run_1/clocks.png
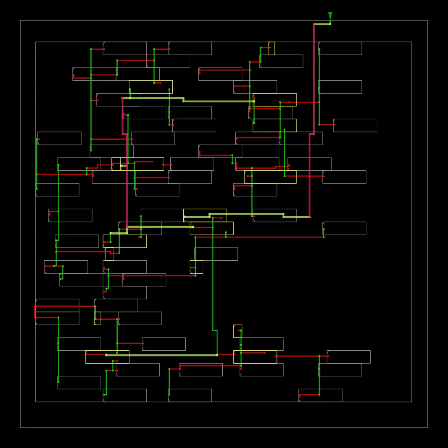
run_1/layer_met1.png
Scale bar: 20 um.
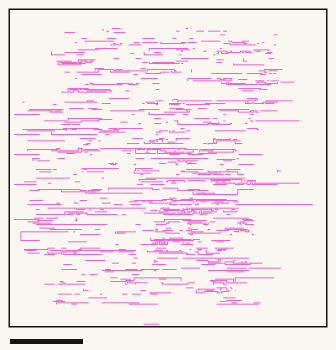
run_1/io_placement.png
Scale bar: 20 um. Pins as bars across the die edge, other pins in gray.
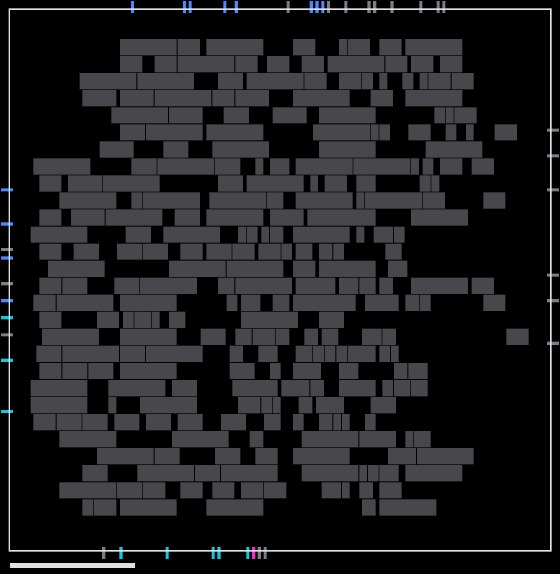
<file path="src/rtl/slave_port.sv">
// Serial bus slave: deserialises address/write data from wr_bus, issues single-cycle
// memory write/read strobes, and serialises returned read data onto rd_bus.
module slave_port #(
  parameter int ADDR_WIDTH = 12,
  parameter bit SPLIT_EN   = 1'b1
) (
  input  logic                  clk,
  input  logic                  rstn,
  input  logic                  sel,
  input  logic                  mode,
  input  logic                  wr_bus,
  input  logic                  master_valid,
  output logic                  slave_ready,
  input  logic                  master_ready,
  output logic                  slave_valid,
  output logic                  rd_bus,
  output logic                  split,
  output logic [ADDR_WIDTH-1:0] s_addr,
  output logic [7:0]            s_wr_data,
  output logic                  s_wr_en,
  output logic                  s_rd_en,
  input  logic [7:0]            s_rd_data,
  input  logic                  s_rd_valid
);

  // Handshakes: a wr_bus bit moves on an edge where sel & master_valid & slave_ready;
  // an rd_bus bit moves on an edge where master_ready & slave_valid.
  typedef enum logic [2:0] {IDLE, ADDR, WDATA, WRITE, RREQ, RWAIT, RDATA} state_t;

  state_t      state;
  logic [15:0] addr_sr;
  logic [7:0]  wdata_sr;
  logic [7:0]  rdata_sr;
  logic [4:0]  bit_cnt;
  logic        mode_q;
  logic        accept;
  logic        drop;
  logic        unused_msbs;

  assign accept = sel & master_valid & slave_ready;
  assign drop   = ~sel | ~master_valid;
  assign rd_bus = rdata_sr[7];

  // Upper shift-register bits age out before they are ever loaded anywhere.
  assign unused_msbs = ^{addr_sr[15:ADDR_WIDTH-1], wdata_sr[7]};

  always_ff @(posedge clk or negedge rstn) begin
    if (!rstn) begin
      state       <= IDLE;
      addr_sr     <= '0;
      wdata_sr    <= '0;
      rdata_sr    <= '0;
      bit_cnt     <= '0;
      mode_q      <= 1'b0;
      slave_ready <= 1'b0;
      slave_valid <= 1'b0;
      split       <= 1'b0;
      s_addr      <= '0;
      s_wr_data   <= '0;
      s_wr_en     <= 1'b0;
      s_rd_en     <= 1'b0;
    end else begin
      case (state)
        IDLE: begin
          slave_ready <= 1'b1;
          if (accept) begin
            addr_sr <= {addr_sr[14:0], wr_bus};
            mode_q  <= mode;
            bit_cnt <= 5'd1;
            state   <= ADDR;
          end
        end
        ADDR: begin
          // Abort wins: losing sel or master_valid mid-phase drops the transfer silently.
          if (drop) begin
            bit_cnt <= '0;
            state   <= IDLE;
          end else begin
            addr_sr <= {addr_sr[14:0], wr_bus};
            if (bit_cnt == 5'd15) begin
              s_addr  <= {addr_sr[ADDR_WIDTH-2:0], wr_bus};
              bit_cnt <= '0;
              if (mode_q) begin
                state <= WDATA;
              end else begin
                slave_ready <= 1'b0;
                s_rd_en     <= 1'b1;
                state       <= RREQ;
              end
            end else begin
              bit_cnt <= bit_cnt + 5'd1;
            end
          end
        end
        WDATA: begin
          if (drop) begin
            bit_cnt <= '0;
            state   <= IDLE;
          end else begin
            wdata_sr <= {wdata_sr[6:0], wr_bus};
            if (bit_cnt == 5'd7) begin
              s_wr_data   <= {wdata_sr[6:0], wr_bus};
              bit_cnt     <= '0;
              slave_ready <= 1'b0;
              s_wr_en     <= 1'b1;
              state       <= WRITE;
            end else begin
              bit_cnt <= bit_cnt + 5'd1;
            end
          end
        end
        WRITE: begin
          s_wr_en     <= 1'b0;
          slave_ready <= 1'b1;
          state       <= IDLE;
        end
        RREQ: begin
          s_rd_en <= 1'b0;
          split   <= SPLIT_EN;
          state   <= RWAIT;
        end
        RWAIT: begin
          if (s_rd_valid) begin
            rdata_sr    <= s_rd_data;
            bit_cnt     <= '0;
            split       <= 1'b0;
            slave_valid <= 1'b1;
            state       <= RDATA;
          end
        end
        RDATA: begin
          // Zeros shift in behind the data so rd_bus returns low once the byte is out.
          if (master_ready) begin
            rdata_sr <= {rdata_sr[6:0], 1'b0};
            if (bit_cnt == 5'd7) begin
              bit_cnt     <= '0;
              slave_valid <= 1'b0;
              slave_ready <= 1'b1;
              state       <= IDLE;
            end else begin
              bit_cnt <= bit_cnt + 5'd1;
            end
          end
        end
        default: state <= IDLE;
      endcase
    end
  end

endmodule

</file>
<file path="config.mk">
export PLATFORM = sky130hd
export DESIGN_NAME = slave_port
export DESIGN_NICKNAME = d
export VERILOG_FILES = /design/src/rtl/slave_port.sv
export SDC_FILE = /design/constraint.sdc
export NUM_CORES = 1
export LEC_CHECK = 0
export ABC_AREA = 0
export CORE_MARGIN = 3
export CORE_UTILIZATION = 45
export CTS_BUF_LIST = sky130_fd_sc_hd__clkbuf_16
export CTS_CLUSTER_DIAMETER = 150
export DETAILED_ROUTE_END_ITERATION = 10
export PLACE_DENSITY = 0.7
export SLEW_MARGIN = 20
export SYNTH_ARGS = -nofsm -noshare
export SYNTH_HDL_FRONTEND = slang
export SYNTH_SLANG_ARGS = --single-unit
</file>
<file path="constraint.sdc">
create_clock -name clk -period 3.8 [get_ports clk]
set_input_delay 0.38 -clock clk [delete_from_list [all_inputs] [get_ports clk]]
set_output_delay 0.38 -clock clk [all_outputs]
set_load 0.05 [all_outputs]
</file>
==> deck_impl_summary.md, run 1 <==
Key Metrics from the Run

Floorplanning
  – IO Count: 42
  – Die H: 86.16 um
  – Die Area: 7424 um2
  – Die Width: 86.16 um
  – Row Count: 28
  – Placeable Area: 6061 um2
  – Initial Util: 47.71%

Routing
  – Met3 WL: 245 um
  – Routed len/inst: 15.83 um
  – WL met2: 2661 um
  – Number of DRC markers in iteration 0: 113
  – DRC errors left: 0
  – Wire length on met1: 2454 um
  – DR pass1 iterations: 4
  – Max layer used: met4

Synthesis
  – Flip-flops with a built-in enable: 0
  – Post-synth ARST share: 100.0%
  – Area leader, netlist: dfrtp_1
  – Cell count after synthesis: 221
  – Yosys cell count: 221
  – Synthesized Nets: 240
  – Syn_area_per_cell: 13.08 um2
  – Dominant Register Cell: dfrtp_1
  – Top cell area share: 51.93%
  – #FFs+latches synth: 60
  – Synth Cell Area: 2892 um2
  – Distinct lib cells used: 55
  – Synth area leaders: dfrtp_1 52%, mux2_2 12%, mux2_4 4.7%
  – YS chip area: 2892 um2
  – Seq/Total Area, Yosys: 51.93%
  – YS warnings: 0

Worst setup path
  – CP required: 4000 ps
  – Critical path class: reg -> reg
  – Arrival time worst endpoint: 2350 ps
  – Worst Setup SP: state[2]$_DFFE_PN0P_
  – Slowest stage cell on the critical path: nor3_2
  – Reg-to-Reg End: addr_sr[3]$_DFFE_PN0P_
  – CP peak stage delay: 690 ps
  – Crit start category: flip-flop
  – Worst reg2reg path depth: 3
  – R2R Setup Slk: 1650 ps
  – Cells along the critical path: nand3b_4, nor3_2, mux2_2
  – Crit path max fanout: 20
  – CP endpoint: addr_sr[3]$_DFFE_PN0P_
  – Crit. End Element: flip-flop

GRT
  – M3 GR Usage: 5.091%
  – M2 GR Usage: 25.51%
  – Vias in the first global route: 1903
  – GR peak layer: met2
  – First-pass GRT wire length: 9446 um
  – Initial antenna violation count: 0
  – Gr ovfl total: 0
  – Pin count of the biggest net entering global routing: 36
  – Global Route Usage Sum: 16.29%

Flow run
  – Max-cap violations: 0
  – Tool warnings: 27

Finish
  – Area Growth Syn to Fin: 24.62%
  – Fillcell total: 482
  – Top cell excl fill/tap: dfrtp_1
  – Top cells excl fill/tap: 60 x dfrtp_1, 40 x clkdlybuf4s50_1, 30 x mux2_2
  – Layout Nets: 282
  – Final Util: 59.46%
  – Design Area, Final: 3603 um2

Clock network
  – CTS resizes: 0
  – Postcts setup bufs: 0
  – H-tree Lvls: 3
  – Hold Buf Count CTS: 0
  – Clock transition at path regs: 50 ps
  – CTS Root Buffer Type: clkbuf_16
  – Clock sink count: 60
  – CTS Buffer Depth: 2
  – TritonCTS clock tree: built

STA
  – Cycle use final: 56.53%
  – Final Setup Violations: 0
  – Worst-Margin Slew: 818.8 ps
  – TNS Setup: 0 ps
  – Min Hold Slack: 54.31 ps
  – Fmax: 0.4655 GHz
  – Slew HR: 45.11%
  – Min cycle time layout: 2148 ps
  – RSZ-0062 raised after global routing: false

Placement
  – Placer Congestion: 0.7997
  – Inst Count DP: 327
  – IO Port Bufs: 41
  – Cell Area, Placed: 3318 um2
  – Dpl hpwl: 3640 um
  – Worst slack, placed: 1385 ps

Status
  – Outcome: finished, final reports clean

Power and ir drop
  – Maximum vdd drop: 326.1 uV
  – P per Cell Area: 530.7 nW/um2
  – Pleak: 0.001690 uW
About clocks.png:
clkbuf count: 9
CTS buffer count: 9
Max Clock Skew: 4.544 ps

About layer_met1.png:
longest straight run = 27.1 um
nets with wire on the layer = 260
share of all routed wire = 45%
wire length on this layer = 2450 um
M1 GR Usage: 21.18%
DR vias: 1883
routed wire length: 5431 um

About io_placement.png:
s_addr -> blue  # pins 12, direction output, edge 8 top, 4 left
slave_ready -> magenta  # pins 1, direction output, edge bottom
s_wr_data -> cyan  # pins 8, direction output, edge 5 bottom, 3 left

## run 1: state kept, by name, summed over array words and instances (netlist names), 3 cells and up
| name | cells |
|---|---|
| state | 3 |
| bit_cnt | 5 |
| s_wr_data | 8 |
| s_addr | 12 |
| wdata_sr | 7 |
| rdata_sr | 8 |
| addr_sr | 11 |
## run 1: cells by family (layout without fill, tap and decap cells)
logic type / Yosys count / count (layout) / share of synthesized area (%)
flops: 60 / 60 / 51.93
simple gates: 52 / 52 / 12.68
mux: 47 / 47 / 19.17
compound gates: 43 / 43 / 11.34
buf+inv: 15 / 62 / 3.289
fa+ha+maj: 3 / 3 / 1.298
xor+xnor: 1 / 1 / 0.3030
## run 1: Yosys cell counts, types with 3 or more instances
cell and n:
buf_2 4, nand2b_1 3, o21ai_0 8, mux2i_1 7, o21a_1 3, inv_1 4, nand3_1 4, o21ai_1 4
a21oi_1 5, a31oi_1 3, dfrtp_1 60, buf_4 5, nand3b_1 3, nor2_1 5, mux2_4 9, ha_1 3
nand2_1 12, mux2_2 30, a22o_1 3
## run 1: area by class of cell
cell class / count / area [um2] / area share [%]
Clock buffer: 9 / 225.2 / 6.250
Multi-Input combinational cell: 146 / 1295 / 35.94
Inverter: 4 / 15.01 / 0.4167
Sequential cell: 60 / 1501 / 41.67
Timing Repair Buffer: 42 / 412.9 / 11.46
Clock inverter: 7 / 60.06 / 1.667
Tap cell: 75 / 93.84 / 2.604
## run 1: worst max-delay path, delay by kind of cell, from the launching register on
family / cells / cell delay (ps)
muxes: 1 / 420
DFF: 1 / 600
and+or+nand+nor: 2 / 1000
## run 1: power by group
part	total, uW	switching (uW)	internal [uW]
clock	763	266	498
sequential	821	94.8	726
combinational	328	157	171
==> run 2: changes to the inputs <==
- clock period: 3.8 -> 2 ns (I/O delays scaled with it)
run_2/io_placement.png
Scale bar: 20 um. Pins as bars across the die edge, other pins in gray.
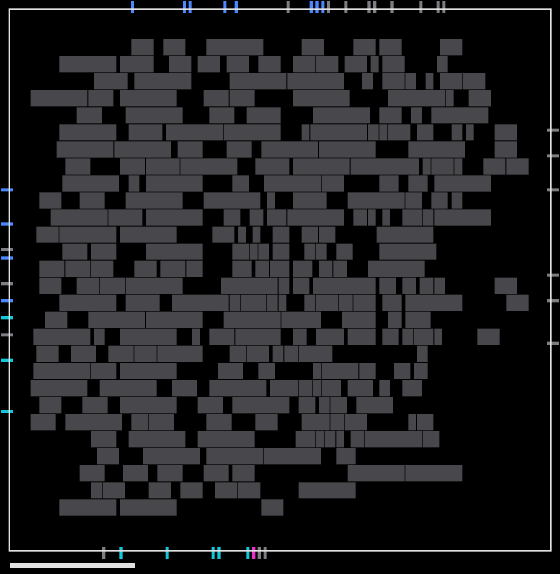
slave_ready -> magenta  # pins 1, direction output, edge bottom
s_addr -> blue  # pins 12, direction output, edge 8 top, 4 left
s_wr_data -> cyan  # pins 8, direction output, edge 5 bottom, 3 left
all pins by edge = 17 top, 10 left, 9 bottom, 6 right
IO Port Bufs: 41
Die H: 86.16 um
Die Width: 86.16 um

run_2/clocks.png
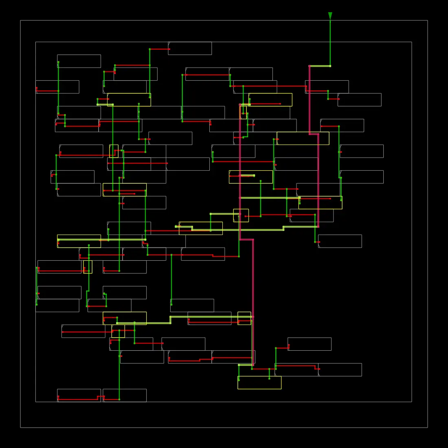
clock sink count: 60
Clk power: 1510 uW
Max Clock Skew: 3.599 ps
FF+latch count: 60
Late-Pin Clk Latency: 330 ps

run_2/flops_by_reg.png
Scale bar: 20 um. Other sequential cells in the stronger gray, the rest of the logic in the fainter gray.
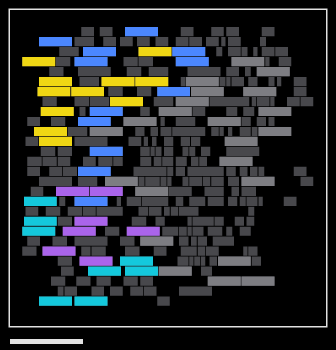
wdata_sr -> purple  # sequential cells 7
addr_sr -> yellow  # sequential cells 11, where upper left
s_addr -> blue  # sequential cells 12
s_wr_data -> cyan  # sequential cells 8, where lower left

==> run 2 against run 1 <==
Compared with the run above: die area unchanged; clock power increased by 98%; largest cell class unchanged; wire length increased by 4.1%; total power increased by 94%; worst hold slack improved by 280 ps; synthesized cell count unchanged; global-route usage increased by 1.0 points; first-iteration DRC count decreased by 12%; sequential share of layout area decreased by 1.1 points; register-to-register slack got worse by 1500 ps.
==> deck_impl_summary.md, run 2 <==
Key Metrics from the Run

Synthesis
  – Area leader, netlist: dfrtp_1
  – Seq/Total Area, Yosys: 51.93%
  – YS warnings: 0
  – YS chip area: 2892 um2
  – Synthesized Nets: 240
  – Mux cell area share: 19.17%
  – #FFs+latches synth: 60
  – Top non-seq family: multiplexers
  – Distinct lib cells used: 55
  – Simple Share, Synth: 12.68%
  – Most numerous cell in the Yosys netlist: dfrtp_1
  – Top cell area share: 51.93%
  – Synth Cell Area: 2892 um2
  – Yosys cell count: 221
  – Dominant Register Cell: dfrtp_1
  – Cell count after synthesis: 221
  – Synth cell count leaders: 60 x dfrtp_1, 30 x mux2_2, 12 x nand2_1, 9 x mux2_4, 8 x o21ai_0
  – Syn_area_per_cell: 13.08 um2
  – Post-synth ARST share: 100.0%
  – Flip-flops with a built-in enable: 0
  – Yosys aoi share: 11.34%
  – Yosys adder share: 1.298%
  – XOR Share, Synth: 0.3029%
  – Synth area leaders: dfrtp_1 52%, mux2_2 12%, mux2_4 4.7%

STA
  – Min Hold Slack: 338.3 ps
  – Slew HR: 65.63%
  – Worst-Margin Slew: 514.0 ps
  – RSZ-0062 raised after global routing: false
  – Final worst slack: 187.4 ps
  – TNS Setup: 0 ps
  – Fmax: 0.5517 GHz
  – Hold Vio Cnt, Final: 0
  – Cycle use final: 90.63%
  – Slew Viols, Final: 0
  – Min cycle time layout: 1813 ps
  – Final Setup Violations: 0

Clock network
  – H-tree Lvls: 3
  – Postcts setup bufs: 0
  – Clock transition at path regs: 50 ps
  – CTS buffer count: 9
  – TritonCTS clock tree: built
  – CTS Root Buffer Type: clkbuf_16
  – CTS Buffer Depth: 2

Worst setup path
  – CP bufs+invs: 1
  – Crit path depth: 8
  – Cells along the critical path: ha_1, nand3_1, inv_1, ha_2, nand4b_1, a21oi_1, a22oi_1, mux2_1
  – Worst reg2reg path depth: 8
  – Delay-heaviest family, CP: adder cells
  – CP peak stage delay: 400 ps
  – Slowest stage cell on the critical path: dfrtp_1
  – Crit. End Element: flip-flop
  – Crit start category: flip-flop
  – Crit path max fanout: 4
  – CP required: 2210 ps
  – Arrival time worst endpoint: 2030 ps
  – Critical path class: reg -> reg

GRT
  – First-pass GRT wire length: 9784 um
  – Gr ovfl total: 0
  – Pin count of the biggest net entering global routing: 30
  – Initial antenna violation count: 0
  – Vias in the first global route: 1985
  – Global Route Usage Sum: 17.34%

Power and ir drop
  – Maximum vdd drop: 784.4 uV
  – P per Cell Area: 1001 nW/um2
  – Pleak: 0.001738 uW
  – Power, Total: 3708 uW

Finish
  – Top cell excl fill/tap: dfrtp_1
  – Biggest regs: s_addr (12), addr_sr (11)
  – Top cells excl fill/tap: 60 x dfrtp_1, 40 x clkdlybuf4s50_1, 30 x mux2_2
  – Area Growth Syn to Fin: 28.08%
  – Layout Nets: 292
  – Largest Register: s_addr
  – Fillcell total: 506
  – Design Area, Final: 3704 um2
  – ANT cells: 0
  – Fin cells: 353
  – Number of flip-flops in the largest register: 12
  – Final Util: 61.11%
  – Share of layout cells above drive strength 1: 29.86%

Min path
  – Worst min path class: in -> async

Routing
  – Routed wire length: 5652 um
  – Routed len/inst: 16.01 um
  – DR pass1 iterations: 5
  – DRC errors left: 0
  – Routed Antenna Nets: 0
  – DR vias: 1960
  – Number of DRC markers in iteration 0: 99
  – Via density: 5.552

Placement
  – Placer Congestion: 0.8244
  – Cell Area, Placed: 3398 um2
  – Dpl hpwl: 3878 um
  – Worst slack, placed: 43.19 ps
  – Inst Count DP: 336

Floorplanning
  – Die Area: 7424 um2
  – Initial Util: 47.71%
  – Row Count: 28
  – IO Count: 42
  – Placeable Area: 6061 um2

Flow run
  – Max-cap violations: 0
  – Tool warnings: 27

Status
  – Outcome: finished, final reports clean
[run 2: layer usage]
layer  up-vias  global-route usage [%]  wire (um)
met5         -                       0          0
met4         0                   9.065         93
met3         8                   4.995        281
met2        43                   26.14       2675
met1       986                   22.63       2602
li1        923                       -          -
[run 2: kinds of logic (layout without fill, tap and decap cells)]
logic type	Yosys count	count (layout)
compound gates	43	43
xor+xnor	1	1
fa+ha+maj	3	3
buf+inv	15	72
flops	60	60
mux	47	47
simple gates	52	52
[run 2: cell type report]
type / instances / area [um2] / area share (%)
sequential: 60 / 1501 / 40.54
multi-input combinational: 146 / 1297 / 35.03
tap: 75 / 93.84 / 2.534
clock buffer: 9 / 225.2 / 6.081
inverter: 4 / 15.01 / 0.4054
timing repair buffer: 52 / 503.0 / 13.58
clock inverter: 7 / 67.56 / 1.824
[run 2: final timing paths]
kind                                          from                  endpoint  slack (ps)
max                         bit_cnt[0]$_DFFE_PN0P_   slave_ready$_DFFE_PN0P_         190
min                                           rstn  s_wr_data[3]$_DFFE_PN0P_         340
max reg2reg                 bit_cnt[0]$_DFFE_PN0P_   slave_ready$_DFFE_PN0P_         190
min reg2reg                rdata_sr[5]$_DFFE_PN0P_   rdata_sr[5]$_DFFE_PN0P_         480
max in group asynchronous                     rstn   rdata_sr[7]$_DFFE_PN0P_        1090
min in group clk           rdata_sr[5]$_DFFE_PN0P_   rdata_sr[5]$_DFFE_PN0P_         480
[run 2: where the power goes]
group          leakage [uW]  internal (uW)  switching [uW]
registers          0.000805           1380             159
clock network      0.000143            957             550
logic              0.000790            351             312
[run 2: what timing repair did]
item,CTS,global route
resized,0,1
setup endpoints to repair,0,1
hold endpoints to repair,14,0
hold buffers,1,0
==> run 3: changes to the inputs <==
- SLEW_MARGIN: 20 -> not set
run_3/io_placement.png
Scale bar: 20 um. Pins as bars across the die edge, other pins in gray.
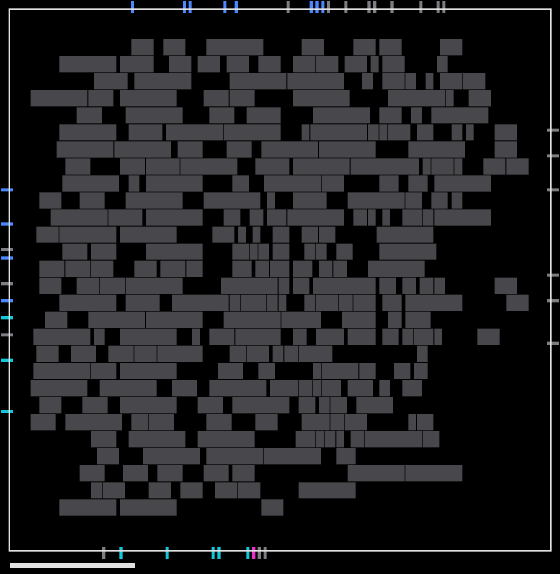
slave_ready -> magenta  # pins 1, direction output, edge bottom
s_addr -> blue  # pins 12, direction output, edge 8 top, 4 left
s_wr_data -> cyan  # pins 8, direction output, edge 5 bottom, 3 left
all pins by edge = 17 top, 10 left, 9 bottom, 6 right

run_3/clocks.png
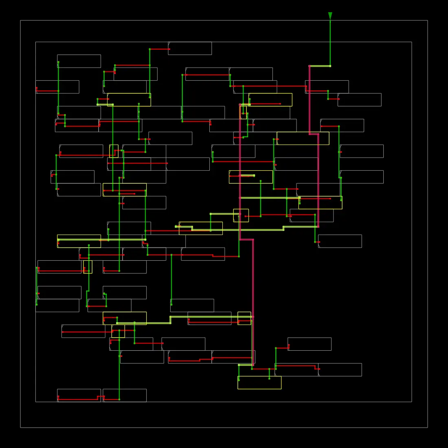

run_3/layer_met1.png
Scale bar: 20 um.
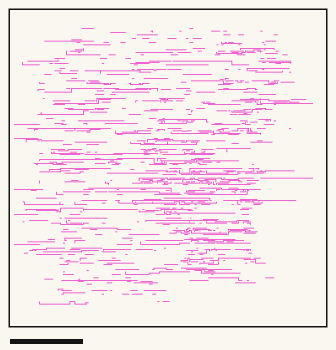
nets with wire on the layer = 269
longest straight run = 22.5 um
share of all routed wire = 46%
main direction = horizontal
wire length on this layer = 2600 um
M1 GR Usage: 22.63%
routed wire length: 5652 um

==> run 3 against run 2 <==
Compared with the run above: first-iteration DRC count unchanged; sequential share of layout area unchanged; sequential power barely moved; flip-flop count is the same; cell count unchanged; register-to-register slack about the same; highest routed layer unchanged.
==> deck_impl_summary.md, run 3 <==
Key Metrics from the Run

Clock network
  – Late-Pin Clk Latency: 330 ps
  – H-tree Lvls: 3
  – Clock transition at path regs: 50 ps
  – CTS Buffer Depth: 2
  – Clock sink count: 60
  – CTS buffer count: 9
  – CTS Root Buffer Type: clkbuf_16
  – TritonCTS clock tree: built

Floorplanning
  – Die H: 86.16 um
  – Initial Util: 47.71%
  – Die Area: 7424 um2
  – IO Count: 42
  – Placeable Area: 6061 um2
  – Die Width: 86.16 um
  – Row Count: 28

Worst setup path
  – Arrival time worst endpoint: 2030 ps
  – R2R Setup Slk: 190 ps
  – CP required: 2210 ps
  – CP endpoint: slave_ready$_DFFE_PN0P_
  – Crit path max fanout: 4
  – Crit start category: flip-flop
  – Reg-to-Reg End: slave_ready$_DFFE_PN0P_
  – Crit. End Element: flip-flop
  – FF-to-FF Start: bit_cnt[0]$_DFFE_PN0P_
  – Worst reg2reg path depth: 8
  – Worst Setup SP: bit_cnt[0]$_DFFE_PN0P_
  – Critical path class: reg -> reg

Synthesis
  – #FFs+latches synth: 60
  – Seq/Total Area, Yosys: 51.93%
  – Synth area leaders: dfrtp_1 52%, mux2_2 12%, mux2_4 4.7%
  – Most numerous cell in the Yosys netlist: dfrtp_1
  – Area leader, netlist: dfrtp_1
  – YS warnings: 0
  – Cell count after synthesis: 221
  – Synthesized Nets: 240
  – Flip-flops with a built-in enable: 0
  – Synth cell count leaders: 60 x dfrtp_1, 30 x mux2_2, 12 x nand2_1, 9 x mux2_4, 8 x o21ai_0
  – Post-synth ARST share: 100.0%
  – Synth Cell Area: 2892 um2
  – Top cell area share: 51.93%
  – Syn_area_per_cell: 13.08 um2
  – YS chip area: 2892 um2
  – Distinct lib cells used: 55
  – Yosys cell count: 221

Routing
  – Routed len/inst: 16.01 um
  – DR pass1 iterations: 5
  – Number of DRC markers in iteration 0: 99
  – Max layer used: met4
  – WL met2: 2675 um
  – DR vias: 1960
  – DRC errors left: 0
  – Met3 WL: 281 um
  – Routed Antenna Nets: 0
  – Wire length on met1: 2602 um
  – Via density: 5.552

GRT
  – Pin count of the biggest net entering global routing: 30
  – Global Route Usage Sum: 17.34%
  – Initial antenna violation count: 0
  – Vias in the first global route: 1985
  – Gr ovfl total: 0
  – First-pass GRT wire length: 9784 um

STA
  – TNS Setup: 0 ps
  – Min cycle time layout: 1813 ps
  – Min Hold Slack: 338.3 ps
  – Hold Vio Cnt, Final: 0
  – Slew Viols, Final: 0
  – Slew HR: 65.63%
  – Max Clock Skew: 3.599 ps
  – Fmax: 0.5517 GHz
  – Final Setup Violations: 0
  – Worst-Margin Slew: 514.0 ps
  – Final worst slack: 187.4 ps
  – Cycle use final: 90.63%
  – RSZ-0062 raised after global routing: false

Power and ir drop
  – Net switching power: 1021 uW
  – Clk pwr share: 40.6%
  – Pleak: 0.001738 uW
  – Flop pwr share: 41.5%
  – Combinational share of power: 17.9%
  – Switching share of total power: 27.52%
  – Maximum vdd drop: 784.4 uV
  – P per Cell Area: 1001 nW/um2
  – P_int: 2688 uW

Finish
  – Number of flip-flops in the largest register: 12
  – Biggest regs: s_addr (12), addr_sr (11)
  – Share of layout cells above drive strength 1: 29.86%
  – ANT cells: 0
  – Top cell excl fill/tap: dfrtp_1
  – Fillcell total: 506
  – Layout Nets: 292
  – Top cells excl fill/tap: 60 x dfrtp_1, 40 x clkdlybuf4s50_1, 30 x mux2_2
  – Area Growth Syn to Fin: 28.08%
  – Gate Area: 1297 um2
  – Area taken by flip-flops and latches: 1501 um2
  – Final Util: 61.11%

Placement
  – Placer Congestion: 0.8244
  – IO Port Bufs: 41
  – Worst slack, placed: 43.19 ps
  – Dpl hpwl: 3878 um

Min path
  – Worst min path class: in -> async

Status
  – Outcome: finished, final reports clean

Flow run
  – Max-cap violations: 0
  – Tool warnings: 27
run 3: cell counts after synthesis:
Identical to the previous run, type by type.
run 3: area by class of cell:
| class | instances | area share [%] |
|---|---|---|
| clock buffer | 9 | 6.081 |
| sequential | 60 | 40.54 |
| timing repair buffer | 52 | 13.58 |
| inverter | 4 | 0.4054 |
| clock inverter | 7 | 1.824 |
| tap | 75 | 2.534 |
| multi-input combinational | 146 | 35.03 |
run 3: critical path: stages, from the launching register on:
cell and delay (ps):
dfrtp_1 400, ha_1 220, nand3_1 110, inv_1 50
ha_2 210, nand4b_1 100, a21oi_1 80, a22oi_1 200
mux2_1 340
run 3: what timing repair did:
item | in CTS | in global routing
resized | 0 | 1
buffers inserted | 0 | 0
hold buffers | 1 | 0
hold endpoints to repair | 14 | 0
setup endpoints to repair | 0 | 1
run 3: per-layer routing:
metal / GRT usage [%] / up-vias
li1: - / 923
met1: 22.63 / 986
met2: 26.14 / 43
met3: 4.995 / 8
met4: 9.065 / 0
met5: 0 / -
run 3: logic make-up (layout without fill, tap and decap cells):
family / count (synthesis) / count (layout) / share of synthesized area, %
fa+ha+maj: 3 / 3 / 1.298
xor+xnor: 1 / 1 / 0.3030
simple gates: 52 / 52 / 12.68
compound gates: 43 / 43 / 11.34
buf+inv: 15 / 72 / 3.289
flops: 60 / 60 / 51.93
mux: 47 / 47 / 19.17
run 3: power by group through the flow:
stage,sequential (uW),combinational (uW),clock [uW]
after global routing,1560,729,1590
after floorplan,1530,490,0
final,1540,663,1510
after global placement,1550,656,0
after CTS,1540,670,1530
after detailed placement,1560,667,0
run 3: stage by stage:
stage	instances	total power [uW]	instance area, um2
after floorplan	221	2017	2892
after global placement	336	2208	3398
after detailed placement	336	2224	3398
after CTS	353	3742	3701
after global routing	353	3884	3704
final	353	3708	3704

==> notes/layouts.md <==
Pictures saved along the way, in no particular order.

Zoomed window.
Scale bar: 20 um. Window x 18 to 68, y 35 to 85 um. Cells in gray, sequential cells in the stronger gray; small squares are vias.
picture 1
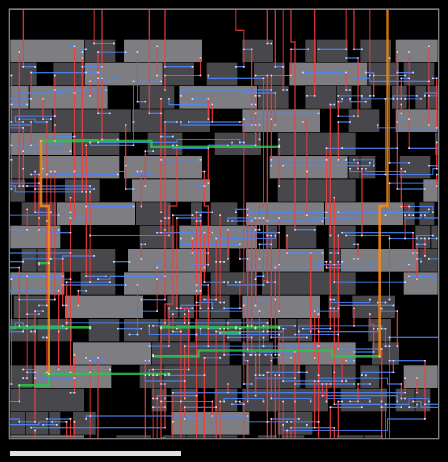
picture 2
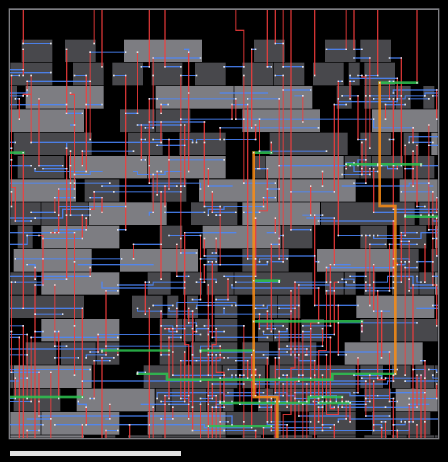
Picture 1 comes from run 1.
Picture 2 comes from run 2.

Key to picture 2:
metal 3 -> green
metal 1 -> blue
metal 2 -> red
metal 4 -> orange
cells with their middle in the window = 132
most frequent = dfrtp_1 (29), clkdlybuf4s50_1 (15)
sequential cells in the window = 29
netlist names of flops here include = s_addr (10), addr_sr (5), rdata_sr (4)

No activity file was given, so power comes from the tool's default toggle rates.
